### Zoomed window

The bar under the picture is 5 µm long. Window x 192 to 212, y 219 to 239 µm. Cells in grey, sequential cells in the stronger grey; small squares are vias.
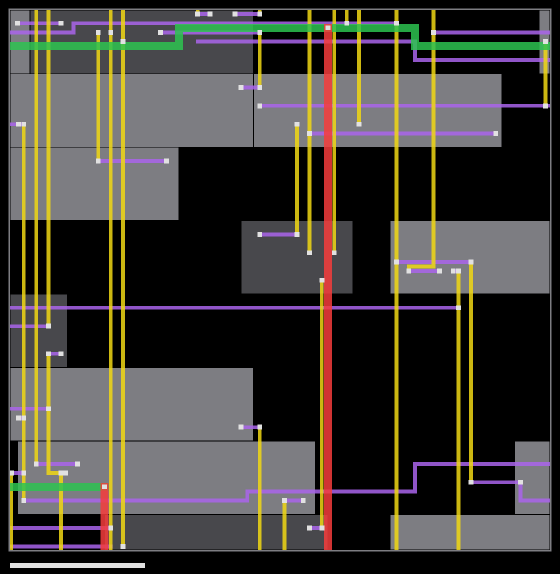
### Routing congestion

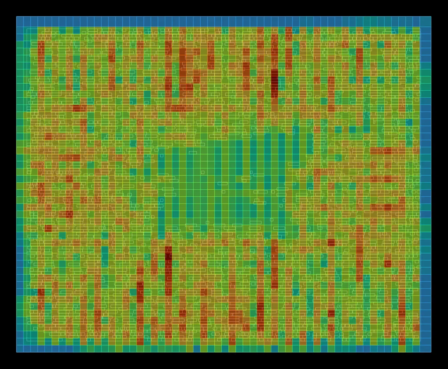
==> config.mk <==
export PLATFORM = sky130hd
export DESIGN_NAME = aes_cmd_queue
export DESIGN_NICKNAME = d
export VERILOG_FILES = /design/src/rtl/aes_cmd_queue.sv
export SDC_FILE = /design/constraint.sdc
export NUM_CORES = 1
export LEC_CHECK = 0
export ABC_AREA = 0
export CAP_MARGIN = 30
export CORE_ASPECT_RATIO = 0.8
export CORE_MARGIN = 10
export CORE_UTILIZATION = 40
export CTS_CLUSTER_DIAMETER = 80
export DETAILED_ROUTE_END_ITERATION = 10
export PLACE_DENSITY_LB_ADDON = 0.08
export SETUP_SLACK_MARGIN = 0.2
export SLEW_MARGIN = 20
export SYNTH_ARGS = -nofsm -noshare
export SYNTH_HDL_FRONTEND = slang
export SYNTH_SLANG_ARGS = --single-unit
==> constraint.sdc <==
create_clock -name eph1 -period 20.9 [get_ports eph1]
set_input_delay 6.27 -clock eph1 [delete_from_list [all_inputs] [get_ports eph1]]
set_output_delay 6.27 -clock eph1 [all_outputs]
set_load 0.1 [all_outputs]
==> flow_metrics.py <==
# Auto-generated metrics
metrics = {
    "outcome": {
        "outcome": "completed",
    },
    "synth": {
        "yosysTopAreaCell": "edfxtp_1",
        "ys_sh_xor_pct": 0.130,
        "ys_cells": 1941,
        "synth_cell_type_count": 26,
        "fp_nets": 2209,
        "simple_gate_area_share_pct": 0.135,
        "mux_area_share_pct": 18.5,
        "numSynthFlops": 1299,
        "synth_cells": 1941,
        "synth_top_area_share_pct": 65.6,
        "yosys_area_mm2": 0.0473,
        "edf_count": 1032,
        "common_cells": "edfxtp_1 (1032), dfrtp_1 (267), mux4_2 (258)",
        "top_logic_kind": "multiplexers",
        "netlist_top_cells_area": "edfxtp_1 (66%), dfrtp_1 (14%), mux4_2 (12%)",
        "synthArstFlopShare_pct": 20.6,
        "yosysWarnings": 0,
        "ys_sh_adder_pct": 0.175,
        "flop_cell": "edfxtp_1",
        "avgSynthCellArea_um2": 24.4,
        "synth_seq_share_pct": 79.7,
        "ys_sh_aoi_pct": 0.0423,
        "top_cell": "edfxtp_1",
        "syn-cell-area_mm2": 0.0473,
    },
    "cells_and_area": {
        "layout-drive-gt1-share_pct": 28.5,
        "comb_area_mm2": 0.00897,
        "nonClkBufAreaFrac_pct": 10.4,
        "ff_latch_area_mm2": 0.0377,
        "flops": 1299,
        "n_antenna_cell": 3,
        "signal_buffers": 579,
        "clock_cell_area_share_pct": 7.13,
        "logic_gates": 544,
        "finalNonFillerCells": 4212,
        "fin_area_mm2": 0.0590,
        "lay_top_count": "edfxtp_1",
        "largest_class": "sequential cells",
        "nFillCells": 9301,
        "nNetsFinal": 2836,
        "seq_share_pct": 63.9,
        "inverters": 11,
        "syn_to_final_growth_pct": 24.8,
        "lay_top_cells": "edfxtp_1 (1032), clkdlybuf4s50_1 (522), dfrtp_1 (265), mux4_2 (258), mux2_2 (254)",
        "comb-cell-share_pct": 15.2,
    },
    "global_route": {
        "grt_max_degree": 118,
        "overflow": 0,
        "grt_util_met3_pct": 5.82,
        "grt_pass1_vias": 23600,
        "antenna_found_initial": 31,
        "grt_pass1_wl_um": 163000,
        "busiest_layer": "met2",
    },
    "worst_setup_path": {
        "crit_fanout": 55,
        "critPathCaptureType": "register",
        "cp.required_ns": 21.32,
        "critical-path-top-delay-family": "buffers and inverters",
        "crit_arrival_ns": 10.61,
        "crit_buf_inv": 5,
        "r2r_slack_ns": 16.43,
        "critPathMaxStageDelay_ns": 0.81,
        "crit_slowest_cell": "and2_4",
        "setup.worst_path.start_class": "input port",
        "critical_path.cell_chain": "clkdlybuf4s50_1, xor2_1, and3_1, and2_4, buf_4, buf_4, buf_4, buf_16",
    },
    "placement": {
        "gp_congestion": 0.704,
        "hpwl_um": 68700,
        "dpl.cell_count": 3968,
        "place_area_mm2": 0.0547,
        "portBuffers": 525,
        "preCtsSetupSlack_ns": 9.80,
    },
    "timing": {
        "hold_ws_ns": 0.488,
        "min_period_ns": 10.19,
        "slew_headroom_pct": 29.5,
        "tightest_slew_ns": 1.06,
        "setup_viol": 0,
        "fin_ws_ns": 10.71,
        "setup_tns_ns": 0,
        "fin_worst_skew_ns": 0.0330,
        "maxSlewViolCount": 0,
        "finalClockPeriodUsage_pct": 48.8,
        "fmax_mhz": 98.1,
        "rsz0062_at_grt": "false",
        "hold_viol": 0,
    },
    "drt": {
        "top_layer_used": "met5",
        "wl_met1_um": 44300,
        "routed_wl_um": 110000,
        "vias": 21500,
        "first_pass_iters": 5,
        "ant_nets": 0,
        "drt_iter0_markers": 1004,
        "route.detailed.drc": 0,
        "vias_per_cell": 5.09,
        "wl_met3_um": 7980,
        "met2WireLength_um": 55800,
    },
    "min_path": {
        "hold_depth": 1,
        "hold_class": "register to register",
    },
    "clock_tree": {
        "cts_resized": 0,
        "htreeDepth": 4,
        "clock_latency_ns": 0.75,
        "clock_sinks": 1299,
        "hold_buffers": 0,
        "cts-root-buf": "clkbuf_16",
        "cts_max_path_buffers": 3,
        "cts_tree": "yes",
        "cts_setup_buffers": 0,
        "clk_pin_slew_ns": 0.06,
        "cts-buffers-inserted": 133,
    },
    "run": {
        "drv_cap": 0,
        "openroad.warnings": 34,
    },
    "floorplan": {
        "num_tap_cells": 1539,
        "chipArea_mm2": 0.132,
        "dieWidth_um": 404,
        "ios": 526,
        "die_y_um": 327,
        "initCoreUtil_pct": 40.4,
        "core-area_mm2": 0.117,
        "core.rowCount": 112,
    },
}
Notes on 'Zoomed window' above:
Key: yellow = met2; purple = met1; red = met4; green = met3
Sequential cells in the window: 6. 9 logic cells have their middle in the window. Most frequent: edfxtp_1 (5).

Notes on 'Routing congestion' above:
met1 GRT Util: 20.8%
WL/cell: 26.2 µm
Final Util: 50.4%
GR Layer Usage met2: 27.8%
total routing usage reported by global routing: 16.7%

